### Supply network

The bar under the picture is 50 um long. Pins as bars on the die edge. Tap cells in gray.
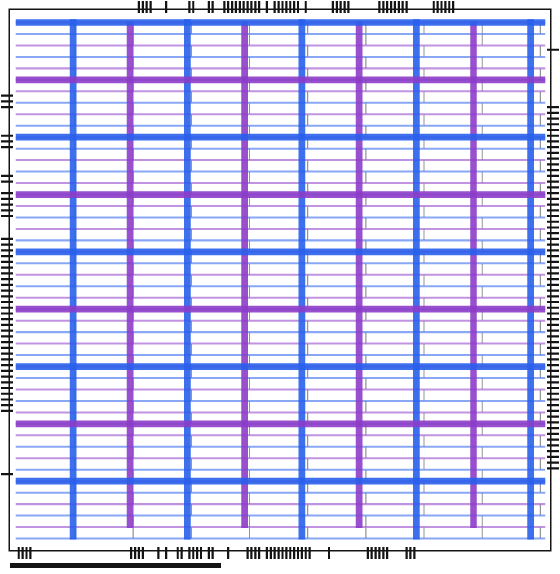
### Placed cells, one color a class

The bar under the picture is 50 um long.
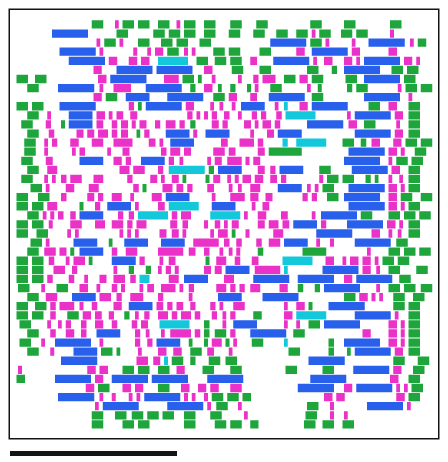
`config.mk`:
```
export PLATFORM = sky130hd
export DESIGN_NAME = fetch_ctrl
export DESIGN_NICKNAME = d
export VERILOG_FILES = /design/src/rtl/fetch_ctrl_pkg.sv /design/src/rtl/fetch_buf.sv /design/src/rtl/fetch_ctrl.sv
export SDC_FILE = /design/constraint.sdc
export NUM_CORES = 1
export LEC_CHECK = 0
export CAP_MARGIN = 30
export CELL_PAD_IN_SITES_DETAIL_PLACEMENT = 1
export CELL_PAD_IN_SITES_GLOBAL_PLACEMENT = 1
export CORE_UTILIZATION = 33
export CTS_BUF_LIST = sky130_fd_sc_hd__clkbuf_8 sky130_fd_sc_hd__clkbuf_16
export CTS_CLUSTER_DIAMETER = 120
export CTS_CLUSTER_SIZE = 10
export DETAILED_ROUTE_END_ITERATION = 12
export GPL_TIMING_DRIVEN = 0
export PLACE_DENSITY = 0.82
export SLEW_MARGIN = 20
export SYNTH_ARGS = -nofsm -noshare
export SYNTH_HDL_FRONTEND = slang
export SYNTH_SLANG_ARGS = --single-unit
```
`constraint.sdc`:
```
create_clock -name clk -period 7.8 [get_ports clk]
set_input_delay 2.34 -clock clk [delete_from_list [all_inputs] [get_ports clk]]
set_output_delay 2.34 -clock clk [all_outputs]
set_load 0.03 [all_outputs]
```
`src/rtl/fetch_ctrl_pkg.sv`:
```
// Shared types and constants for the fetch controller: FSM state encoding,
// default boot address and the redirect-target alignment helper.
package fetch_ctrl_pkg;

  localparam logic [31:0] DEFAULT_RESET_PC = 32'h0000_0000;

  typedef enum logic [1:0] {
    FC_BOOT  = 2'd0,
    FC_FETCH = 2'd1,
    FC_HOLD  = 2'd2,
    FC_DRAIN = 2'd3
  } fc_state_e;

  function automatic logic [31:0] align_word(input logic [31:0] addr);
    return {addr[31:2], 2'b00};
  endfunction

endpackage

```
`src/rtl/fetch_buf.sv`:
```
// One-entry skid buffer holding a fetched {pc, instr} pair while IF/ID is stalled.
module fetch_buf (
  input  logic        clk,
  input  logic        rst,
  input  logic        load,
  input  logic        clear,
  input  logic [31:0] load_pc,
  input  logic [31:0] load_instr,
  output logic        valid,
  output logic [31:0] pc,
  output logic [31:0] instr
);

  // NOTE: sequential state is always written with non-blocking assignments.
  always_ff @(posedge clk) begin
    if (rst)        valid <= 1'b0;
    else if (clear) valid <= 1'b0;
    else if (load)  valid <= 1'b1;
  end

  // NOTE: the payload is deliberately left unreset; it is only observed while valid=1.
  always_ff @(posedge clk) begin
    if (load) begin
      pc    <= load_pc;
      instr <= load_instr;
    end
  end

endmodule

```
`src/rtl/fetch_ctrl.sv`:
```
// IF-stage sequencer: owns the fetch PC, next-PC selection, the imem
// request/ack handshake, stall buffering and squashing of stale responses.
module fetch_ctrl
  import fetch_ctrl_pkg::*;
#(
  parameter logic [31:0] RESET_PC = DEFAULT_RESET_PC
) (
  input  logic        clk,
  input  logic        rst,
  input  logic        stall,
  input  logic        id_redirect,
  input  logic [31:0] id_target,
  input  logic        ex_redirect,
  input  logic [31:0] ex_target,
  output logic        imem_req,
  output logic [31:0] imem_addr,
  input  logic        imem_ack,
  input  logic [31:0] imem_rdata,
  output logic        if_valid,
  output logic [31:0] if_pc,
  output logic [31:0] if_instr,
  output logic        flush_ifid,
  output logic        flush_idex
);

  fc_state_e   state, state_nxt;
  logic [31:0] pc, pc_nxt, pc_inc, tgt;
  logic        redir;
  logic        buf_load, buf_clear, buf_valid;
  logic [31:0] buf_pc, buf_instr;

  // EX holds the older instruction, so its redirect takes precedence.
  assign redir     = ex_redirect | id_redirect;
  assign tgt       = align_word(ex_redirect ? ex_target : id_target);
  assign pc_inc    = pc + 32'd4;
  assign imem_addr = pc;

  assign flush_ifid = redir & ~rst;
  assign flush_idex = ex_redirect & ~rst;

  fetch_buf u_buf (
    .clk        (clk),
    .rst        (rst),
    .load       (buf_load),
    .clear      (buf_clear),
    .load_pc    (pc),
    .load_instr (imem_rdata),
    .valid      (buf_valid),
    .pc         (buf_pc),
    .instr      (buf_instr)
  );

  always_ff @(posedge clk) begin
    if (rst) begin
      state <= FC_BOOT;
      pc    <= RESET_PC;
    end else begin
      state <= state_nxt;
      pc    <= pc_nxt;
    end
  end

  // NOTE: every output of this block gets a default first so no latch is inferred.
  always_comb begin
    state_nxt = state;
    pc_nxt    = pc;
    buf_load  = 1'b0;
    buf_clear = 1'b0;
    imem_req  = 1'b0;
    if_valid  = 1'b0;
    if_pc     = 32'd0;
    if_instr  = 32'd0;
    case (state)
      FC_BOOT: begin
        if (redir) pc_nxt = tgt;
        state_nxt = FC_FETCH;
      end
      FC_FETCH: begin
        imem_req = 1'b1;
        if (redir) begin
          pc_nxt = tgt;
          if (!imem_ack) state_nxt = FC_DRAIN;
        end else if (imem_ack) begin
          pc_nxt = pc_inc;
          if (stall) begin
            buf_load  = 1'b1;
            state_nxt = FC_HOLD;
          end else begin
            if_valid = 1'b1;
            if_pc    = pc;
            if_instr = imem_rdata;
          end
        end
      end
      FC_HOLD: begin
        if (redir) begin
          buf_clear = 1'b1;
          pc_nxt    = tgt;
          state_nxt = FC_FETCH;
        end else if (!stall) begin
          if_valid  = buf_valid;
          if_pc     = buf_pc;
          if_instr  = buf_instr;
          buf_clear = 1'b1;
          state_nxt = FC_FETCH;
        end
      end
      FC_DRAIN: begin
        // The response still in flight belongs to the squashed path.
        if (redir)         pc_nxt    = tgt;
        else if (imem_ack) state_nxt = FC_FETCH;
      end
      default: state_nxt = FC_BOOT;
    endcase
    if (rst) begin
      imem_req = 1'b0;
      if_valid = 1'b0;
      if_pc    = 32'd0;
      if_instr = 32'd0;
    end
  end

endmodule

```
==> run notes <==
- 30.96% — met1 track demand over resource
- 7.189% — fraction of layout instances using a drive strength above 1
- imem_ack — launch point of the worst path
- 265 uW — power in combinational cells
- yes — clock tree from TritonCTS
- 5180 ps — critical path arrival
- sequential cells — most area-hungry cell class in the final design
- 8708 um — met1 wire length
- buffers and inverters — kind of cell adding the most delay to the critical path
- 28.67% — proportion of total power due to net switching
- 35.49% — Dominant cell area share
- sky130_fd_sc_hd__edfxtp_1 — largest area contributor in the synthesized netlist
- 7.428 ps — DP Worst Slack
- sky130_fd_sc_hd__clkdlybuf4s50_1 — most used logic cell in the final layout
- sky130_fd_sc_hd__clkbuf_16 — clock root buffer
- complete, no violations — status
- no — RSZ-0062 raised after global routing
- sky130_fd_sc_hd__nor2_1 — library cell with the highest instance count after synthesis
- 28.19% — fraction of cell area in non-clock buffers
- state[1]$_SDFFE_PP0P_ — worst reg2reg path startpoint
- met2 — GR peak layer
- 0.002522 mm2 — sequential cell area
- 202 — IO Count
- 30 — pin count of the biggest net entering global routing
- 48.08% — fraction of the yosys area taken by sequential cells
- 45.9% — part of the power in registers
- 95 — Synthesized registers
- 5460 ps — required time at the endpoint of the critical path
- 0 — number of routed nets with antenna violations
- 0 — worst hold path depth
- 9 — count of clock buffers in the final design
- 242 — Non-CTS buffers
- 0.007508 mm2 — cell area reported after detailed placement
- 3.642% — fraction of area in clock buffers and inverters
- imem_addr[11]$_SDFFE_PP0P_ — startpoint of the lowest-slack hold path
- sky130_fd_sc_hd__clkdlybuf4s50_1 — crit-path most repeated cell
- 284.0 ps — post-layout worst setup margin
- 7 — Worst R2R Path Depth
Notes on 'Supply network' above:
legend:
  purple:
    net: VDD
  blue:
    net: VSS
met5 straps: 9
met4 straps: 9
signal pins: 202
rows: 45
die x size: 128.1 um
placeable core region: 0.01537 mm2
DIE HEIGHT: 128.1 um
largest voltage drop on the vdd net: 0.0001136 V

Notes on 'Placed cells, one color a class' above:
legend:
  green:
    class: remaining buffers and delay cells
    cells: 242
    share_of_their_area: 29%
  magenta:
    class: combinational and other logic
    cells: 426
    share_of_their_area: 34%
  cyan:
    class: clock drivers and dummy loads
    cells: 16
    share_of_their_area: 3.8%
  blue:
    class: sequential cells
    cells: 95
    share_of_their_area: 33%
Post-Layout Inst Area: 0.007797 mm2
num rows: 45
register fraction of the total cell area: 32.35%
final standard cell utilization of the core: 50.73%

Power is estimated from default activity; no workload was simulated.
